`src/rtl/garage_pkg.sv`:
```
// Shared types for the garage gate scheduler: controller states
// and the lane class (entry/exit) used for grant bookkeeping.
package garage_pkg;

   typedef enum logic [1:0] {
      IDLE,
      OPEN,
      CLOSE
   } state_t;

   typedef enum logic {
      CLS_ENTRY,
      CLS_EXIT
   } cls_t;

endpackage

```
`src/rtl/garage_rr_arbiter.sv`:
```
// N-input round-robin picker: grants the first requester at or after ptr.
// Ports: req (N), ptr (PW), en; gnt (N) one-hot or zero when en is low.
module garage_rr_arbiter #(
   parameter int N = 2,
   localparam int PW = (N > 1) ? $clog2(N) : 1
) (
   input  logic [N-1:0]  req,
   input  logic [PW-1:0] ptr,
   input  logic          en,
   output logic [N-1:0]  gnt
);

   logic found;

   // k is the distance from the pointer; the nearest requester wins.
   always_comb begin
      gnt   = '0;
      found = 1'b0;
      for (int k = 0; k < N; k++) begin
         for (int i = 0; i < N; i++) begin
            if (en && !found && req[i] &&
                i == (int'(ptr) + k) % N) begin
               gnt[i] = 1'b1;
               found  = 1'b1;
            end
         end
      end
   end

endmodule

```
`src/rtl/garage_gate_scheduler.sv`:
```
// Multi-lane garage door scheduler sharing one occupancy counter.
// Grants one entry/exit door at a time, holds it until car_passed or
// timeout, then closes for one cycle and updates occupancy.
// Ports: clock, reset_n, entry_req, exit_req, car_passed in;
// open_entry_door, open_exit_door, occupancy, garage_is_complete,
// garage_is_empty, busy out.
// Build option: GARAGE_EXIT_PRIORITY_EN makes exits win every tie
// between classes instead of alternating.
module garage_gate_scheduler
   import garage_pkg::*;
#(
   parameter int MAX_NUM     = 10,
   parameter int LOG_MAX_NUM = 4,
   parameter int N_ENTRY     = 2,
   parameter int N_EXIT      = 2,
   parameter int DOOR_CYCLES = 4
) (
   input  logic                   clock,
   input  logic                   reset_n,
   input  logic [N_ENTRY-1:0]     entry_req,
   input  logic [N_EXIT-1:0]      exit_req,
   input  logic                   car_passed,
   output logic [N_ENTRY-1:0]     open_entry_door,
   output logic [N_EXIT-1:0]      open_exit_door,
   output logic [LOG_MAX_NUM-1:0] occupancy,
   output logic                   garage_is_complete,
   output logic                   garage_is_empty,
   output logic                   busy
);

   localparam int TW  = (DOOR_CYCLES > 1) ? $clog2(DOOR_CYCLES) : 1;
   localparam int EPW = (N_ENTRY > 1) ? $clog2(N_ENTRY) : 1;
   localparam int XPW = (N_EXIT > 1) ? $clog2(N_EXIT) : 1;

   state_t                 state_q, state_d;
   logic [TW-1:0]          timer_q, timer_d;
   logic [EPW-1:0]         eptr_q, eptr_d, eptr_nx;
   logic [XPW-1:0]         xptr_q, xptr_d, xptr_nx;
   cls_t                   last_q, last_d;
   logic [LOG_MAX_NUM-1:0] occ_q, occ_d;
   logic [N_ENTRY-1:0]     edoor_q, edoor_d;
   logic [N_EXIT-1:0]      xdoor_q, xdoor_d;

   logic [N_ENTRY-1:0]     e_elig, e_gnt;
   logic [N_EXIT-1:0]      x_elig, x_gnt;
   logic                   any_e, any_x;
   logic                   pick_x;
   logic                   e_en, x_en;

   assign occupancy          = occ_q;
   assign garage_is_complete = (occ_q == LOG_MAX_NUM'(MAX_NUM));
   assign garage_is_empty    = (occ_q == '0);
   assign busy               = (state_q != IDLE);
   assign open_entry_door    = edoor_q;
   assign open_exit_door     = xdoor_q;

   // Full/empty gating keeps the counter inside 0..MAX_NUM.
   assign e_elig = entry_req & {N_ENTRY{~garage_is_complete}};
   assign x_elig = exit_req & {N_EXIT{~garage_is_empty}};
   assign any_e  = |e_elig;
   assign any_x  = |x_elig;

   always_comb begin
      pick_x = 1'b0;
      if (any_e && any_x) begin
`ifdef GARAGE_EXIT_PRIORITY_EN
         pick_x = 1'b1;
`else
         pick_x = (last_q == CLS_ENTRY);
`endif
      end else begin
         pick_x = any_x;
      end
   end

   assign e_en = (state_q == IDLE) && any_e && !pick_x;
   assign x_en = (state_q == IDLE) && pick_x;

   garage_rr_arbiter #(
      .N (N_ENTRY)
   ) u_entry_arb (
      .req (e_elig),
      .ptr (eptr_q),
      .en  (e_en),
      .gnt (e_gnt)
   );

   garage_rr_arbiter #(
      .N (N_EXIT)
   ) u_exit_arb (
      .req (x_elig),
      .ptr (xptr_q),
      .en  (x_en),
      .gnt (x_gnt)
   );

   // Pointer advances to the lane after the one just granted.
   always_comb begin
      eptr_nx = '0;
      for (int i = 0; i < N_ENTRY; i++) begin
         if (e_gnt[i]) eptr_nx = EPW'((i + 1) % N_ENTRY);
      end
   end

   always_comb begin
      xptr_nx = '0;
      for (int i = 0; i < N_EXIT; i++) begin
         if (x_gnt[i]) xptr_nx = XPW'((i + 1) % N_EXIT);
      end
   end

   always_comb begin
      state_d = state_q;
      timer_d = timer_q;
      eptr_d  = eptr_q;
      xptr_d  = xptr_q;
      last_d  = last_q;
      occ_d   = occ_q;
      edoor_d = edoor_q;
      xdoor_d = xdoor_q;
      unique case (state_q)
         IDLE: begin
            if (|e_gnt) begin
               edoor_d = e_gnt;
               eptr_d  = eptr_nx;
               last_d  = CLS_ENTRY;
               timer_d = '0;
               state_d = OPEN;
            end else if (|x_gnt) begin
               xdoor_d = x_gnt;
               xptr_d  = xptr_nx;
               last_d  = CLS_EXIT;
               timer_d = '0;
               state_d = OPEN;
            end
         end
         OPEN: begin
            // A pass on the timeout edge still counts.
            if (car_passed) begin
               if (|edoor_q) occ_d = occ_q + LOG_MAX_NUM'(1);
               else          occ_d = occ_q - LOG_MAX_NUM'(1);
               edoor_d = '0;
               xdoor_d = '0;
               state_d = CLOSE;
            end else if (timer_q == TW'(DOOR_CYCLES - 1)) begin
               edoor_d = '0;
               xdoor_d = '0;
               state_d = CLOSE;
            end else begin
               timer_d = timer_q + TW'(1);
            end
         end
         CLOSE: begin
            edoor_d = '0;
            xdoor_d = '0;
            state_d = IDLE;
         end
         default: begin
            edoor_d = '0;
            xdoor_d = '0;
            state_d = IDLE;
         end
      endcase
   end

   always_ff @(posedge clock or negedge reset_n) begin
      if (!reset_n) begin
         state_q <= IDLE;
         timer_q <= '0;
         eptr_q  <= '0;
         xptr_q  <= '0;
         last_q  <= CLS_EXIT;
         occ_q   <= '0;
         edoor_q <= '0;
         xdoor_q <= '0;
      end else begin
         state_q <= state_d;
         timer_q <= timer_d;
         eptr_q  <= eptr_d;
         xptr_q  <= xptr_d;
         last_q  <= last_d;
         occ_q   <= occ_d;
         edoor_q <= edoor_d;
         xdoor_q <= xdoor_d;
      end
   end

endmodule

```
`config.mk`:
```
export PLATFORM = sky130hd
export DESIGN_NAME = garage_gate_scheduler
export DESIGN_NICKNAME = d
export VERILOG_FILES = /design/src/rtl/garage_pkg.sv /design/src/rtl/garage_rr_arbiter.sv /design/src/rtl/garage_gate_scheduler.sv
export SDC_FILE = /design/constraint.sdc
export NUM_CORES = 1
export LEC_CHECK = 0
export ABC_AREA = 1
export CAP_MARGIN = 20
export CORE_UTILIZATION = 49
export CTS_CLUSTER_DIAMETER = 60
export CTS_CLUSTER_SIZE = 10
export DETAILED_ROUTE_END_ITERATION = 8
export GPL_TIMING_DRIVEN = 0
export PLACE_DENSITY = 0.81
export SLEW_MARGIN = 20
export SYNTH_ARGS = -nofsm -noshare
export SYNTH_HDL_FRONTEND = slang
export SYNTH_SLANG_ARGS = --single-unit
```
`constraint.sdc`:
```
create_clock -name clock -period 2 [get_ports clock]
set_clock_uncertainty 0.05 [all_clocks]
set_input_delay 0.5 -clock clock [delete_from_list [all_inputs] [get_ports clock]]
set_output_delay 0.5 -clock clock [all_outputs]
set_load 0.01 [all_outputs]
```
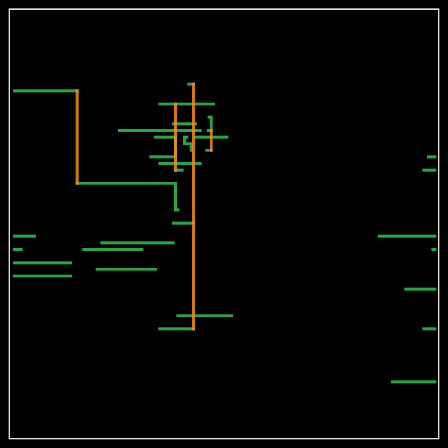
(images/wires.png)
Only two layers are drawn.
layer	colour	wire length
metal 3	green	116 um
metal 4	orange	43.5 um
wire length after detailed routing: 1.79 mm
number of vias in the routed layout: 785
global-route usage over all layers: 0.209

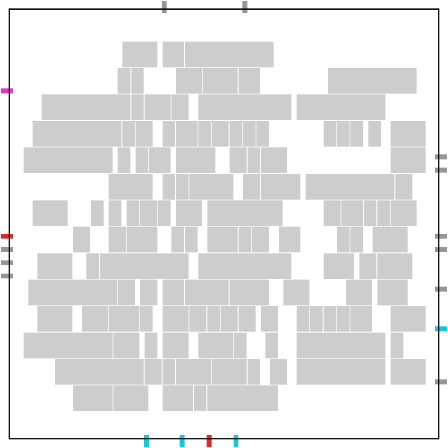
(images/io_placement.png)
Pins as bars across the die edge, other pins in grey.
port	colour	pins	direction	edge
clock	magenta	1	input	west
entry_req	red	2	input	1 west, 1 south
occupancy	cyan	4	output	3 south, 1 east

==> impl_metrics.py <==
# Physical implementation metrics
metrics = {
    "run": {
        "maxCapViolCount": 0,
        "stage_log_warning_count": 26,
    },
    "synthesis": {
        "synthTopCellsByCount": "18 x sky130_fd_sc_hd__nand2_1, 17 x sky130_fd_sc_hd__inv_1, 14 x sky130_fd_sc_hd__dfrtp_1",
        "synth.top_cell.area_share": 0.405,
        "top_logic_kind": "simple AND/OR/NAND/NOR gates",
        "synthTopCellsByArea": "sky130_fd_sc_hd__dfrtp_1 41%, sky130_fd_sc_hd__nand2_1 7.8%, sky130_fd_sc_hd__inv_1 7.4%, sky130_fd_sc_hd__nand3_1 5.8%, sky130_fd_sc_hd__ha_1 4.3%",
        "post_synth_fa_ha_maj_area_fraction": 0.0666,
        "ys_async_sr_fraction": 1.00,
        "simple_gate_share": 0.279,
    },
    "worst_setup_path": {
        "worstSetupStartpoint": "state_q[1]$_DFFE_PN0P_",
        "slowest_delay_ps": 550,
        "crit_path_start_kind": "register",
        "critical_path.cell_chain": "nor2_2 -> inv_1 -> clkdlybuf4s50_1",
        "buf_inv_on_cp": 2,
    },
    "layout": {
        "n_clock_buffer": 4,
        "flop_area_sq_um": 378,
        "relative_area_change_from_synthesis_to_final_layout_pct": 29.4,
        "final_layout_size_suffix_gt1_frac": 0.173,
        "layout.cell_area.non_filler_sq_mm": 0.00112,
        "flops": 15,
        "comb-cell-share": 0.384,
    },
    "global_routing": {
        "global_route.peak_usage_layer": "met2",
        "initial_antenna_violation_count": 0,
    },
    "clocking": {
        "cts.reportedPaths.clkPinSlew_ps": 80,
        "post_cts_resize_count": 2,
        "post_cts_buffers": 5,
    },
    "run_status": {
        "run_status": "completed",
    },
    "routing": {
        "remaining_drc_errors": 0,
        "wl_met1_um": 824,
        "drt-initial-drc-count": 33,
        "met2RoutedLength_um": 809,
    },
    "sta": {
        "grt_setup_unrepaired": "no",
        "final_hold_viol_count": 0,
        "fin_hold_ws_ps": 429,
        "setup-violations-final": 0,
        "maxSlewHeadroom": 0.558,
        "fmaxAchievable_mhz": 509,
        "slew_viol_final": 0,
    },
    "place": {
        "instance_area_after_placement_sq_mm": 0.00105,
    },
    "floorplanning": {
        "num_rows": 14,
        "fp.dieW_um": 44.0,
        "die_y_um": 44.0,
        "num_tap_cells": 16,
    },
    "power_and_ir_drop": {
        "power_report.internal_total_w": 0.00106,
        "comb-power_w": 0.00114,
    },
    "hold_path": {
        "min_delay_worst_endpoint": "open_exit_door[0]$_DFFE_PN0P_",
        "min_path_type": "reg2reg",
        "worstHoldStart": "open_exit_door[0]$_DFFE_PN0P_",
    },
}
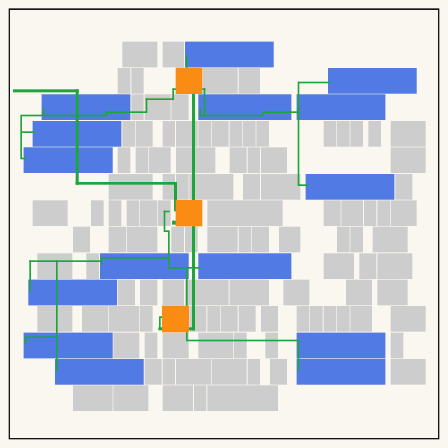
(images/clk_routes.png)
[clock wires] green | length: 190 um
[clock drivers] orange | count: 3
[flip-flops] blue | count: 15
routed clock nets	4

